Fig. 1: run 1, clock distribution
Scale: 4 px per um.
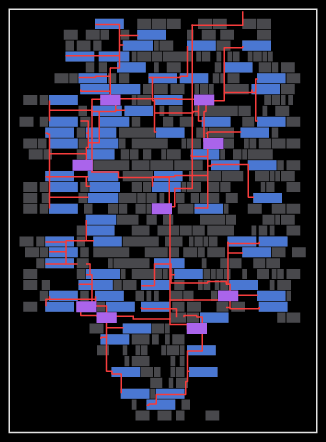
Fig. 2: run 1, placement density heat map
Scale: 4 px per um. 8 x 11 tiles, from dark blue (low) to red (high), 0 to 100% covered.
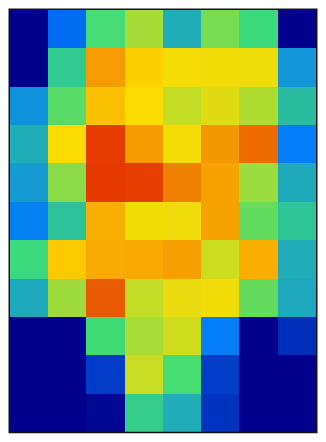
Fig. 3: run 1, nets reached from selected ports
Scale: 2 px per um.
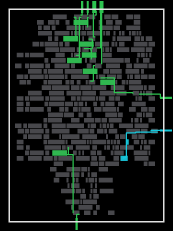
### src/rtl/ncl_pkg.sv
// ncl_pkg: shared types and dual-rail classification for the NCL wavefront sequencer
package ncl_pkg;
  localparam int RC_MAXW = 64;
  typedef enum logic [2:0] {IDLE, WAIT_ACK, WAIT_RES, OUT, WAIT_NULL, ERROR} seq_state_t;
  typedef enum logic [1:0] {RC_NULL, RC_DATA, RC_PARTIAL, RC_ILLEGAL} rail_class_t;
  // Bits at or above n are ignored, so callers zero-extend narrower rails.
  function automatic rail_class_t rail_class(input logic [RC_MAXW-1:0] t, input logic [RC_MAXW-1:0] f,
                                             input int n);
    logic any_hi, all_one, both_hi;
    any_hi = 1'b0;
    all_one = 1'b1;
    both_hi = 1'b0;
    for (int i = 0; i < RC_MAXW; i++) begin
      if (i < n) begin
        any_hi = any_hi | t[i] | f[i];
        all_one = all_one & (t[i] ^ f[i]);
        both_hi = both_hi | (t[i] & f[i]);
      end
    end
    return both_hi ? RC_ILLEGAL : all_one ? RC_DATA : any_hi ? RC_PARTIAL : RC_NULL;
  endfunction
endpackage

### src/rtl/ncl_wavefront_seq_if.sv
// ncl_wavefront_seq_if: stream ports and dual-rail NCL boundary signals of the sequencer
interface ncl_wavefront_seq_if #(parameter int WIDTH = 8);
  logic s_valid, s_ready, ko, ki, m_valid, m_ready, err;
  logic [WIDTH-1:0] s_data, dr_t, dr_f, res_t, res_f, m_data;
  modport slave (
    input s_valid, s_data, ko, res_t, res_f, m_ready,
    output s_ready, dr_t, dr_f, ki, m_valid, m_data, err
  );
  modport master (
    output s_valid, s_data, ko, res_t, res_f, m_ready,
    input s_ready, dr_t, dr_f, ki, m_valid, m_data, err
  );
endinterface

### src/rtl/ncl_wavefront_seq_sync2.sv
// sync2: two-flop synchronizer, reset to zero
module sync2 #(parameter int W = 1) (
  input  logic         clk,
  input  logic         rst,
  input  logic [W-1:0] i_d,
  output logic [W-1:0] o_q
);
  logic [W-1:0] r_s1, r_q;
  always_ff @(posedge clk) begin
    if (rst) {r_q, r_s1} <= '0;
    else {r_q, r_s1} <= {r_s1, i_d};
  end
  assign o_q = r_q;
endmodule

### src/rtl/ncl_wavefront_seq.sv
// ncl_wavefront_seq: drives DATA/NULL wavefronts into a dual-rail NCL pipeline and
// returns each completed result word on a synchronous valid/ready port.
module ncl_wavefront_seq
  import ncl_pkg::*;
#(
  parameter int WIDTH = 8,
  parameter int TIMEOUT = 255
) (
  input logic clk,
  input logic rst,
  ncl_wavefront_seq_if.slave bus
);
  localparam int CW = $clog2(TIMEOUT + 1);
  localparam logic [CW-1:0] C_LAST = CW'(TIMEOUT - 1);
  seq_state_t r_state;
  rail_class_t w_cls, r_cls_d;
  logic [CW-1:0] r_cnt;
  logic [WIDTH-1:0] r_dr_t, r_dr_f, r_m_data, w_rt_s, w_rf_s;
  logic r_ki, r_s_ready, r_m_valid, r_err;
  logic w_ko_s, w_done, w_null, w_wait, w_adv, w_fail;
  sync2 #(.W(1)) u_ko_sync (.clk(clk), .rst(rst), .i_d(bus.ko), .o_q(w_ko_s));
  sync2 #(.W(2 * WIDTH)) u_res_sync (.clk(clk), .rst(rst), .i_d({bus.res_t, bus.res_f}), .o_q({w_rt_s, w_rf_s}));
  assign w_cls = rail_class(RC_MAXW'(w_rt_s), RC_MAXW'(w_rf_s), WIDTH);
  // Skew filter: a classification counts only once seen on two consecutive cycles.
  assign w_done = (w_cls == RC_DATA) && (r_cls_d == RC_DATA);
  assign w_null = (w_cls == RC_NULL) && (r_cls_d == RC_NULL);
  assign w_wait = r_state inside {WAIT_ACK, WAIT_RES, WAIT_NULL};
  assign w_adv = (r_state == WAIT_ACK) ? !w_ko_s :
                 (r_state == WAIT_RES) ? w_done :
                 (r_state == WAIT_NULL) && w_null && w_ko_s;
  assign w_fail = (w_cls == RC_ILLEGAL) || (r_state == ERROR) || (w_wait && !w_adv && r_cnt == C_LAST);
  assign bus.dr_t = r_dr_t;
  assign bus.dr_f = r_dr_f;
  assign bus.ki = r_ki;
  assign bus.s_ready = r_s_ready;
  assign bus.m_valid = r_m_valid;
  assign bus.m_data = r_m_data;
  assign bus.err = r_err;
  always_ff @(posedge clk) begin
    if (rst) begin
      r_state <= IDLE;
      r_dr_t <= '0;
      r_dr_f <= '0;
      r_ki <= 1'b1;
      r_s_ready <= 1'b0;
      r_m_valid <= 1'b0;
      r_m_data <= '0;
      r_err <= 1'b0;
      r_cnt <= '0;
      r_cls_d <= RC_NULL;
    end else begin
      r_cls_d <= w_cls;
      r_cnt <= w_wait ? r_cnt + CW'(1) : '0;
      if (w_fail) begin
        r_state <= ERROR;
        r_dr_t <= '0;
        r_dr_f <= '0;
        r_ki <= 1'b1;
        r_s_ready <= 1'b0;
        r_m_valid <= 1'b0;
        r_err <= 1'b1;
        r_cnt <= '0;
      end else begin
        case (r_state)
          IDLE: begin
            if (bus.s_valid && r_s_ready) begin
              r_dr_t <= bus.s_data;
              r_dr_f <= ~bus.s_data;
              r_s_ready <= 1'b0;
              r_state <= WAIT_ACK;
            end else r_s_ready <= w_ko_s;
          end
          WAIT_ACK: begin
            if (w_adv) begin
              r_state <= WAIT_RES;
              r_cnt <= '0;
            end
          end
          WAIT_RES: begin
            if (w_adv) begin
              r_m_data <= w_rt_s;
              r_m_valid <= 1'b1;
              r_dr_t <= '0;
              r_dr_f <= '0;
              r_state <= OUT;
              r_cnt <= '0;
            end
          end
          OUT: begin
            if (bus.m_ready) begin
              r_m_valid <= 1'b0;
              r_ki <= 1'b0;
              r_state <= WAIT_NULL;
            end
          end
          WAIT_NULL: begin
            if (w_adv) begin
              r_ki <= 1'b1;
              r_state <= IDLE;
              r_cnt <= '0;
            end
          end
          default: r_state <= ERROR;
        endcase
      end
    end
  end
endmodule

### src/flat_wrapper.sv
// flat-port wrapper written by rule: the top's interface ports become plain ports
module ncl_wavefront_seq_flat import ncl_pkg::*;
#(
  parameter int WIDTH = 8,
  parameter int TIMEOUT = 255
)
  (clk, rst, bus_s_valid, bus_s_data, bus_ko, bus_res_t, bus_res_f, bus_m_ready, bus_s_ready, bus_dr_t, bus_dr_f, bus_ki, bus_m_valid, bus_m_data, bus_err);
  ncl_wavefront_seq_if #(.WIDTH(WIDTH)) bus_i ();
  input logic clk;
  input logic rst;
  input wire logic [$bits(bus_i.s_valid)-1:0] bus_s_valid;
  input wire logic [$bits(bus_i.s_data)-1:0] bus_s_data;
  input wire logic [$bits(bus_i.ko)-1:0] bus_ko;
  input wire logic [$bits(bus_i.res_t)-1:0] bus_res_t;
  input wire logic [$bits(bus_i.res_f)-1:0] bus_res_f;
  input wire logic [$bits(bus_i.m_ready)-1:0] bus_m_ready;
  output wire logic [$bits(bus_i.s_ready)-1:0] bus_s_ready;
  output wire logic [$bits(bus_i.dr_t)-1:0] bus_dr_t;
  output wire logic [$bits(bus_i.dr_f)-1:0] bus_dr_f;
  output wire logic [$bits(bus_i.ki)-1:0] bus_ki;
  output wire logic [$bits(bus_i.m_valid)-1:0] bus_m_valid;
  output wire logic [$bits(bus_i.m_data)-1:0] bus_m_data;
  output wire logic [$bits(bus_i.err)-1:0] bus_err;
  assign bus_i.s_valid = bus_s_valid;
  assign bus_i.s_data = bus_s_data;
  assign bus_i.ko = bus_ko;
  assign bus_i.res_t = bus_res_t;
  assign bus_i.res_f = bus_res_f;
  assign bus_i.m_ready = bus_m_ready;
  assign bus_s_ready = bus_i.s_ready;
  assign bus_dr_t = bus_i.dr_t;
  assign bus_dr_f = bus_i.dr_f;
  assign bus_ki = bus_i.ki;
  assign bus_m_valid = bus_i.m_valid;
  assign bus_m_data = bus_i.m_data;
  assign bus_err = bus_i.err;
  ncl_wavefront_seq #(.WIDTH(WIDTH), .TIMEOUT(TIMEOUT)) u_core (.clk(clk), .rst(rst), .bus(bus_i));
endmodule
### config.mk
export PLATFORM = sky130hd
export DESIGN_NAME = ncl_wavefront_seq_flat
export DESIGN_NICKNAME = d
export VERILOG_FILES = /design/src/rtl/ncl_pkg.sv /design/src/rtl/ncl_wavefront_seq_if.sv /design/src/rtl/ncl_wavefront_seq_sync2.sv /design/src/rtl/ncl_wavefront_seq.sv /design/src/flat_wrapper.sv
export SDC_FILE = /design/constraint.sdc
export NUM_CORES = 1
export LEC_CHECK = 0
export ABC_AREA = 0
export CORE_ASPECT_RATIO = 1.4
export CORE_MARGIN = 2
export CORE_UTILIZATION = 39
export CTS_CLUSTER_DIAMETER = 30
export CTS_CLUSTER_SIZE = 20
export DETAILED_ROUTE_END_ITERATION = 6
export GPL_TIMING_DRIVEN = 0
export PLACE_DENSITY = 0.69
export REMOVE_ABC_BUFFERS = 1
export SLEW_MARGIN = 20
export SYNTH_ARGS = -nofsm -noshare
export SYNTH_HDL_FRONTEND = slang
export SYNTH_SLANG_ARGS = --single-unit
### constraint.sdc
create_clock -name clk -period 2.12 [get_ports clk]
set_clock_uncertainty 0.1 [all_clocks]
set_input_delay 0.424 -clock clk [delete_from_list [all_inputs] [get_ports clk]]
set_output_delay 0.424 -clock clk [all_outputs]
set_load 0.02 [all_outputs]
==> results_slide.txt, run 1 <==
Implementation Results

Run status
  – Outcome: finished, violations left
  – Failing checks: setup timing

Route
  – Post-route DRC violation count: 0
  – Antenna-violating nets left: 0
  – WL final: 5760 um
  – Via count: 2,180
  – DRT iter0 DRCs: 118
  – WL/cell: 12.4 um

Synth
  – Synth Instances: 288
  – Number of flops mapped to enable cells by yosys: 0
  – Most used flip-flop cell: dfxtp_1
  – Synthesized area per cell: 9.96 um2

Placement
  – DP Cell Count: 428
  – Place WS: -0.374 ns
  – Placed Area: 3490 um2
  – Placer congestion estimate: 0.795
  – DP HPWL: 3510 um

Die
  – FP Core Util: 0.397
  – Die area: 8060 um2
  – Chip height: 105 um
  – FP Rows: 37
  – Die x size: 76.5 um

Power and ir drop
  – Total Power: 3.05 mW
  – Register share of total power: 0.501
  – Sw Share: 0.266
  – Peak supply drop: 0.000514 V
  – Clock Power Share: 0.368
  – Combinational power share: 0.131

Timing
  – Final worst path period share: 1.02
  – Final setup violating endpoints: 18
  – Max-slew violation count: 0
  – Fin crit period: 2.17 ns
  – Relative slew slack: 0.540
  – Setup ws final: -0.0463 ns
  – RSZ-0062 raised after global routing: yes
  – WHS: 0.251 ns

Cells and area
  – Synth-to-Final Area Change: 42.2%
  – Core Util, Final: 0.565
  – Fin cells: 465
  – Final net count: 403
  – Layout cell share with drive strength beyond 1: 0.242
  – Ant. Diodes: 0

Global route
  – Grt total ovfl: 0
  – Initial antenna violation count: 0

Clock tree
  – Clock Sinks: 75
  – Num CTS Buffers: 9

Flow run
  – Max-Cap Viols: 0

Worst hold path
  – WHS Path Cells: 2
-- Fig. 1 (at the start) --
clock wires: shown in red, length 811 um. clock-net drivers: shown in purple, count 9. flip-flops: shown in blue, count 75.
Position of the flops: spread over the die. There are 10 routed clock nets.

-- Fig. 2 (at the start) --
The mean over all tiles is 49%. 17% of the tiles are nearly empty. The fullest tile reaches 94%. The densest ninth of the die: middle. 22% of the tiles are over 75% full.

-- Fig. 3 (at the start) --
`bus_s_valid`: shown in cyan, bits 1, direction input, edge right, end cells 2, buffers 1, wire 35.7 um. `bus_m_data`: shown in green, bits 8, direction output, edge 6 top, 1 bottom, 1 right, end cells 8, buffers 8, wire 222 um.

==> run 1: cell usage after synthesis, drive strengths merged, types with 2 or more instances <==
master and n:
inv 5, nor2 43, mux2i 9, clkbuf 7
nand3 15, nand2 17, xor2 4, nor3 3
or2 2, a31oi 8, nor4 4, o21ai 3
nor2b 37, ha 11, xnor2 4, nand4 4
a21oi 14, dfxtp 75, nand2b 4, buf 7
nor3b 2
==> run 1: registers in the layout, indices dropped and copies added, names as in the netlist, 2 cells and up <==
name	count
u_core.u_res_sync.r_s1	16
u_core.r_state	3
u_core.bus.dr_t	8
u_core.bus.dr_f	8
u_core.r_cnt	8
u_core.bus.m_data	8
u_core.r_cls_d	2
u_core.u_res_sync.o_q	16
==> run 1: logic make-up after synthesis <==
family                   Yosys count  synth area share
AND/OR/NAND/NOR                  134             0.251
flip-flops                        75             0.524
AND-OR/OR-AND                     32            0.0829
buffers and inverters             19            0.0340
adder cells (fa/ha/maj)           11            0.0480
multiplexers                       9            0.0358
XOR/XNOR                           8            0.0244
==> run 1: timing repair <==
action                                  4_1_cts  5_1_grt
setup buffers                                10        6
endpoints found under the hold margin         0        0
gates cloned                                  4        1
pin swaps                                    15       12
endpoints found under the setup margin       37       39
resized                                      24       25
==> run 1: per-layer routing <==
metal | vias up | global-route usage | routed length [um]
met5 | - | 0 | 0
met4 | 0 | 0.0636 | 94
met3 | 7 | 0.0488 | 277
met2 | 55 | 0.267 | 3070
met1 | 984 | 0.160 | 2310
li1 | 1134 | - | -
==> run 1: worst min-delay path by stage <==
stage	from	to	slack (ns)
2_1_floorplan	u_core.u_ko_sync.r_s1	u_core.u_ko_sync.o_q	0.31
3_3_place_gp	u_core.u_res_sync.r_s1[6]	u_core.u_res_sync.o_q[6]	0.32
3_5_place_dp	u_core.u_res_sync.r_s1[9]	u_core.u_res_sync.o_q[9]	0.32
4_1_cts	rst	u_core.u_res_sync.o_q[15]	0.23
5_1_grt	rst	u_core.u_res_sync.o_q[13]	0.23
6_report	rst	u_core.u_res_sync.o_q[13]	0.25
==> run 1: layout make-up <==
class,count,area [um2]
Fill cell,648,3140
Timing Repair Buffer,73,719
Clock buffer,9,124
Tap cell,97,121
Clock inverter,7,83.8
Inverter,5,21.3
Multi-Input combinational cell,199,1490
Sequential cell,75,1520
==> run 1: worst max-delay path, cell delays in order, from the launching register on <==
cell and delay, ns:
dfxtp_1 0.33, ha_1 0.23, nor4_4 0.25, o211ai_1 0.13, buf_4 0.17, mux2i_4 0.18, buf_12 0.14, a21oi_4 0.21
or2_4 0.26, nor2_1 0.06
==> run 1: power by group through the flow <==
| stage | Combinational (mW) | Sequential [mW] | Clock [mW] |
|---|---|---|---|
| finish | 0.399 | 1.53 | 1.12 |
| global placement | 0.302 | 1.55 | 0 |
| floorplan | 0.184 | 1.55 | 0 |
| detailed placement | 0.312 | 1.55 | 0 |
| CTS | 0.368 | 1.53 | 1.15 |
| global route | 0.445 | 1.54 | 1.22 |
==> run 2, diff against run 1 <==
- ABC_AREA: 0 -> 1
- CORE_MARGIN: 2 -> 8
- PLACE_DENSITY: 0.69 -> 0.68
Fig. 4: run 2, M4 wires
Scale: 3 px per um. Supply wires on this layer in grey.
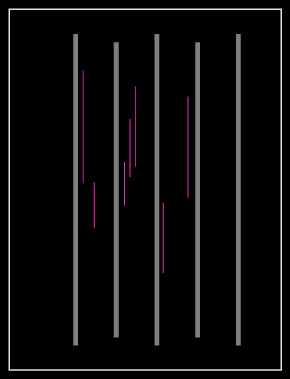
The layer carries 169 um of wire. The wires run mostly vertical. The layer holds 2.6% of the routed length.
via count: 2,520
WL final: 6550 um

Fig. 5: run 2, clock distribution
Scale: 3 px per um.
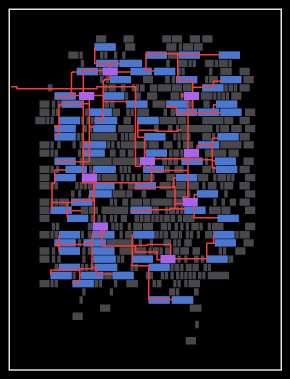
flip-flops: shown in blue, count 75. clock-net drivers: shown in purple, count 9. clock wires: shown in red, length 846 um.
There are 10 routed clock nets.

==> results_slide.txt, run 2 <==
Implementation Results

Run status
  – Outcome: finished, violations left
  – Failing checks: setup timing

Timing
  – Final setup violating endpoints: 2
  – Max-slew violation count: 0
  – RSZ-0062 raised after global routing: yes
  – Setup ws final: -0.00561 ns

Global route
  – Initial antenna violation count: 0

Die
  – FP Rows: 38
  – FP Core Util: 0.394

Power and ir drop
  – Register share of total power: 0.444
  – Peak supply drop: 0.000504 V

Synth
  – Most used flip-flop cell: dfxtp_1
  – Number of flops mapped to enable cells by yosys: 0
  – Synthesized area per cell: 7.92 um2
  – Yosys top cell by instances: nor2_1

Setup path
  – Critical Path Most Common Cell: nand2_2
  – Bufs and invs on worst path: 3
  – Family with the most delay on the worst path: simple AND/OR/NAND/NOR gates

Flow run
  – Max-Cap Viols: 0

Cells and area
  – Fin cells: 561
  – Layout cell share with drive strength beyond 1: 0.249
  – Fillers: 678
  – Final net count: 496

Route
  – Antenna-violating nets left: 0
  – Met1 WL: 2710 um

Worst hold path
  – Min-Delay Endpoint: u_core.u_res_sync.o_q[2]
  – Hold Startpoint: u_core.u_res_sync.r_s1[2]
  – WHS Path Cells: 2
Fig. 6: run 2, nets reached from selected ports
Scale: 2 px per um.
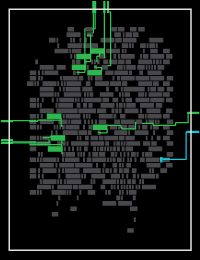
`bus_s_valid`: shown in cyan, bits 1, direction input, edge right, end cells 1, buffers 1, wire 31.8 um. `bus_m_data`: shown in green, bits 8, direction output, edge 4 top, 3 left, 1 right, end cells 8, buffers 8, wire 298 um.

[run 2: logic make-up (layout without fill, tap and decap cells)]
family,count (synthesis),in the layout,share of synthesized area
AND-OR/OR-AND,39,39,0.0838
XOR/XNOR,6,6,0.0175
adder cells (fa/ha/maj),11,11,0.0459
buffers and inverters,69,147,0.0938
flip-flops,75,75,0.500
AND/OR/NAND/NOR,179,183,0.259
[run 2: timing repair]
action / in CTS / in global routing
setup buffers: 9 / 6
endpoints found under the setup margin: 38 / 39
gates resized: 20 / 53
pin swaps: 15 / 26
gates cloned: 3 / 1
[run 2: worst max-delay path by stage]
stage	startpoint	end	slack [ns]	cells after the start
floorplan	u_core.u_res_sync.o_q[8]	u_core.bus.ki	0.13	13
global placement	rst	u_core.r_state[1]	-1.33	6
detailed placement	rst	u_core.r_state[1]	-0.25	6
CTS	u_core.u_res_sync.o_q[8]	u_core.bus.ki	-0.02	14
global route	u_core.u_res_sync.o_q[5]	u_core.r_state[1]	-0.13	14
finish	u_core.u_res_sync.o_q[8]	u_core.bus.ki	-0.006	14
[run 2: layout make-up]
class	count	area (um2)	area share
multi-input combinational	239	1470	0.345
timing repair buffer	70	688	0.162
clock buffer	10	128	0.0300
clock inverter	6	88.8	0.0209
inverter	61	238	0.0558
tap	100	125	0.0294
sequential	75	1520	0.357
[run 2: worst min-delay path, stage by stage (launching register included)]
cell	delay, ns
dfxtp_1	0.30
inv_1	0.04
nor2_1	0.03
[run 2: per-layer routing]
metal,up-vias,global-route usage
met1,1127,0.132
met4,0,0.0752
met5,-,0
met2,62,0.206
li1,1314,-
met3,17,0.0381
[run 2: power groups by stage]
stage	sequential, mW	combinational (mW)	clock, mW
3_3_place_gp	1.59	0.637	0
4_1_cts	1.56	0.725	1.21
6_report	1.57	0.779	1.19
5_1_grt	1.58	0.871	1.28
2_1_floorplan	1.61	0.409	0
3_5_place_dp	1.59	0.647	0
[run 2: per-stage QoR]
step           worst slack (ns)  cell area [um2]  TNS [ns]  utilization
3_3_place_gp              -1.33             3630    -43.84        0.478
3_5_place_dp             -0.249             3630     -4.82        0.477
6_report               -0.00561             4260  -0.00808        0.560
2_1_floorplan             0.130             2950         0            -
4_1_cts                 -0.0193             4030   -0.0443        0.529
5_1_grt                  -0.135             4260     -3.50        0.560
Power is estimated from default activity; no workload was simulated.
